Design puf_resp_sender, sky130hd; sources not shown.
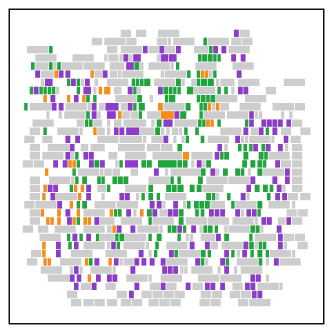
(gate families picked out)
Scale: 3 px per um.
- nand cells: green (cells 185; most used nand2_1)
- aoi and oai cells: purple (cells 166; most used o21ai_0; where widely spread)
- nor cells: orange (cells 46; most used nor2_1)
non-filler cells, final: 815
most frequent standard cell in the layout excluding fill and tap cells: nand2_1
combinational share of cell area: 36.25%

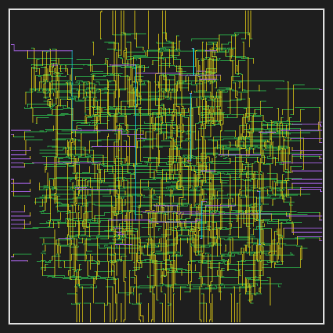
(signal wires by layer)
Scale: 3 px per um.
- metal 3: purple (wire length 539 um)
- metal 1: green (wire length 4870 um)
- metal 2: yellow (wire length 5100 um)
- metal 4: cyan (wire length 139 um)
detailed-route wire length per cell: 13.06 um
detailed-route wire length: 10650 um
overall track demand over capacity in global routing: 20.02%
via count: 4169

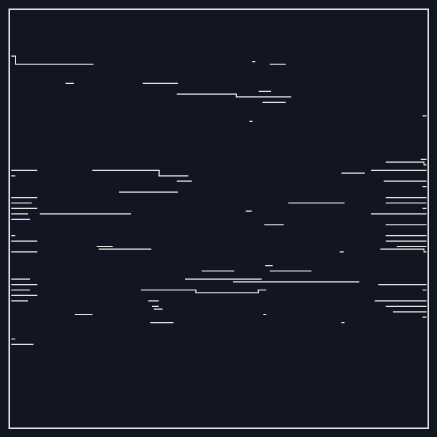
(metal 3)
Scale: 4 px per um.
- wire length on this layer: 539 um
- share of all routed wire: 5.1%
met3 Resource Use GR: 4.655%

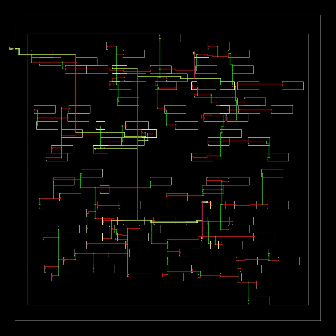
(clock wiring as the flow saved it)
total of clock buffers placed in the layout: 9
post-route clock skew: 14.83 ps
number of flip-flops and latches: 94

==> metrics.json <==
{
  "status": "finished, final reports clean",
  "period_needed_ps": 1684,
  "top_cells_by_area_in_the_synthesized_netlist": "dfxtp_1 43%, nand2_1 10%, o21ai_0 9.4%",
  "total_clock_buffers_created_by_cts": 9,
  "yosys-top-cells-count": "117 x nand2_1, 94 x dfxtp_1, 86 x inv_1, 82 x o21ai_0, 72 x a21oi_1",
  "path_class": "flip-flop to flip-flop",
  "p_leak_nw": 2.311,
  "cts_root_buf": "clkbuf_8",
  "post_synth_inst_count": 627,
  "fmax_mhz": 593.8,
  "final_core_util_pct": 62.30,
  "num_io_pins": 80,
  "maxSlewHeadroom_pct": 70.00,
  "chain_of_cells_forming_the_critical_path": "inv_2 -> ha_4 -> inv_6 -> nor2_1 -> nand2_1 -> nand3_1 -> nand3_1 -> nand2_2 -> nand2_1 -> nand2_1 -> a21oi_1",
  "die-area_um2": 10890,
  "cp_data_arrival_time_ps": 1940,
  "ctsLongestPathBuffers": 2,
  "flip_flops_with_a_built_in_enable": 0,
  "critPathCaptureType": "flip-flop",
  "ys_async_sr_fraction_pct": 0,
  "synth-main-ff-cell": "dfxtp_1",
  "top_usage_layer": "met2",
  "vias_in_the_first_global_route": 3943,
  "rsz_0062_raised_after_global_routing": "no",
  "grt_first_pass_wirelength_um": 17760,
  "regToRegSetupSlack_ps": 120,
  "cp_top_family": "simple AND/OR/NAND/NOR gates",
  "met2_grt_util_pct": 32.61,
  "synth.yosys.seq_area_share_pct": 43.13,
  "hpwl_um": 7704,
  "critPathMostFrequentCell": "nand2_1",
  "fillers": 838,
  "tool_warnings": 29,
  "worstSkewPairLatency_ps": 370,
  "critical-path-max-stage-delay_ps": 390,
  "nNetsFinal": 775,
  "grt.met1_usage_pct": 25.19,
  "min-delay-path-class": "flip-flop to flip-flop",
  "core_area_um2": 8891,
  "rr_worst_depth": 11,
  "cts.htree.levels": 3,
  "power_density_nw_per_um2": 1179,
  "most-common-layout-cells": "117 x nand2_1, 91 x dfxtp_1, 84 x inv_1",
  "syn_area_per_cell_um2": 6.958,
  "timing.final.setup_violations": 0,
  "synth.lib_cells_used.distinct": 32,
  "drive_above_1_share_pct": 8.628,
  "yosys_register_bits": 94,
  "worst_slew_pin_slew_ps": 448.1,
  "cp-start-kind": "flip-flop",
  "timing.critical_path.fanout_max": 19,
  "drc": 0,
  "yosysMostFrequentCell": "nand2_1",
  "detailedRoute.firstPassIterationCount": 7,
  "final-max-slew-violation-count": 0,
  "critPathBufInv": 2,
  "core_util_floorplan_pct": 49.07,
  "clkSlewWorstSetupHoldPaths_ps": 100,
  "largest_register_ff_count": 64,
  "die_width_um": 104.3,
  "timing.hold.worst_path_depth": 2,
  "cap_viol_max_count": 0,
  "timing.critical_path.depth": 11,
  "setup_total_negative_slack_ps": 0,
  "row_count": 34,
  "final.period_utilization_pct": 93.57,
  "dr.first_iter.drc_count": 160,
  "endpoints_failing_hold": 0,
  "yosysCellCount": 627,
  "synth.largest_area_cell": "dfxtp_1",
  "synthesis.area_um2": 4363,
  "vdd.ir_drop.worst_mv": 0.6413,
  "critPathRequiredTime_ps": 2050,
  "synth_warnings": 0,
  "area_growth_syn_to_layout_pct": 26.96,
  "syn-num-nets": 700,
  "port-buffer-count": 79,
  "synth-area-yosys_um2": 4363,
  "numClockSinks": 94,
  "antenna-diode-count": 0,
  "grt_max_degree": 74,
  "die-height_um": 104.3,
  "grt_antenna_before_repair": 0,
  "grt_overflow": 0,
  "clock_tree_from_tritoncts": "done",
  "postRouteAntennaNets": 0,
  "post_drt_via_cell_ratio": 5.115,
  "top_area_share_pct": 43.13,
  "place_congestion": 0.8166,
  "critPathSlowestCell": "dfxtp_2"
}
[report_power, final]
group,total (mW),switching [mW],leakage [nW],internal [mW]
logic,2.68,1.65,1.45,1.03
clock network,1.27,0.767,0.0852,0.504
registers,2.57,0.128,0.774,2.45
[routing by layer]
metal	wire length [um]	up-vias
li1	-	2161
met1	4864	1900
met2	5102	92
met3	539	16
met4	139	0
met5	0	-
[through the flow]
| stage | total power [mW] | hold WS, ps | cell area, um^2 | std cells | setup slack [ps] |
|---|---|---|---|---|---|
| 4_1_cts | 6.539 | 453.5 | 5523 | 815 | 16.30 |
| 6_report | 6.530 | 455.0 | 5539 | 815 | 115.8 |
| 5_1_grt | 6.996 | 476.2 | 5539 | 815 | 4.222 |
| 2_1_floorplan | 4.458 | 347.2 | 4394 | 627 | 28.28 |
| 3_3_place_gp | 5.166 | 438.6 | 5325 | 799 | -39.83 |
| 3_5_place_dp | 5.233 | 439.0 | 5325 | 799 | -91.73 |
[area by class of cell]
type	instances	area, um^2	area share [%]
multi-input combinational	406	2008	36.25
tap	108	135.1	2.440
sequential	94	1886	34.04
timing repair buffer	98	978.4	17.66
clock inverter	7	51.30	0.9261
inverter	93	356.6	6.438
clock buffer	9	123.9	2.236
[logic make-up after synthesis]
group | count (synthesis) | synth area share (%)
buffers and inverters | 127 | 11.82
adder cells (fa/ha/maj) | 5 | 1.434
XOR/XNOR | 2 | 0.5737
AND/OR/NAND/NOR | 233 | 22.97
AND-OR/OR-AND | 166 | 20.07
flip-flops | 94 | 43.13
[timing repair]
| action | CTS | global route |
|---|---|---|
| setup endpoints to repair | 1 | 16 |
| pin swaps | 0 | 0 |
| hold buffers | 0 | 0 |
| resized | 2 | 8 |
| setup buffers | 0 | 0 |
[worst min-delay path: stages (launching register included)]
cell and delay [ps]:
dfxtp_1 310, inv_1 60, a21oi_1 50
Power and IR drop assume default switching activity.
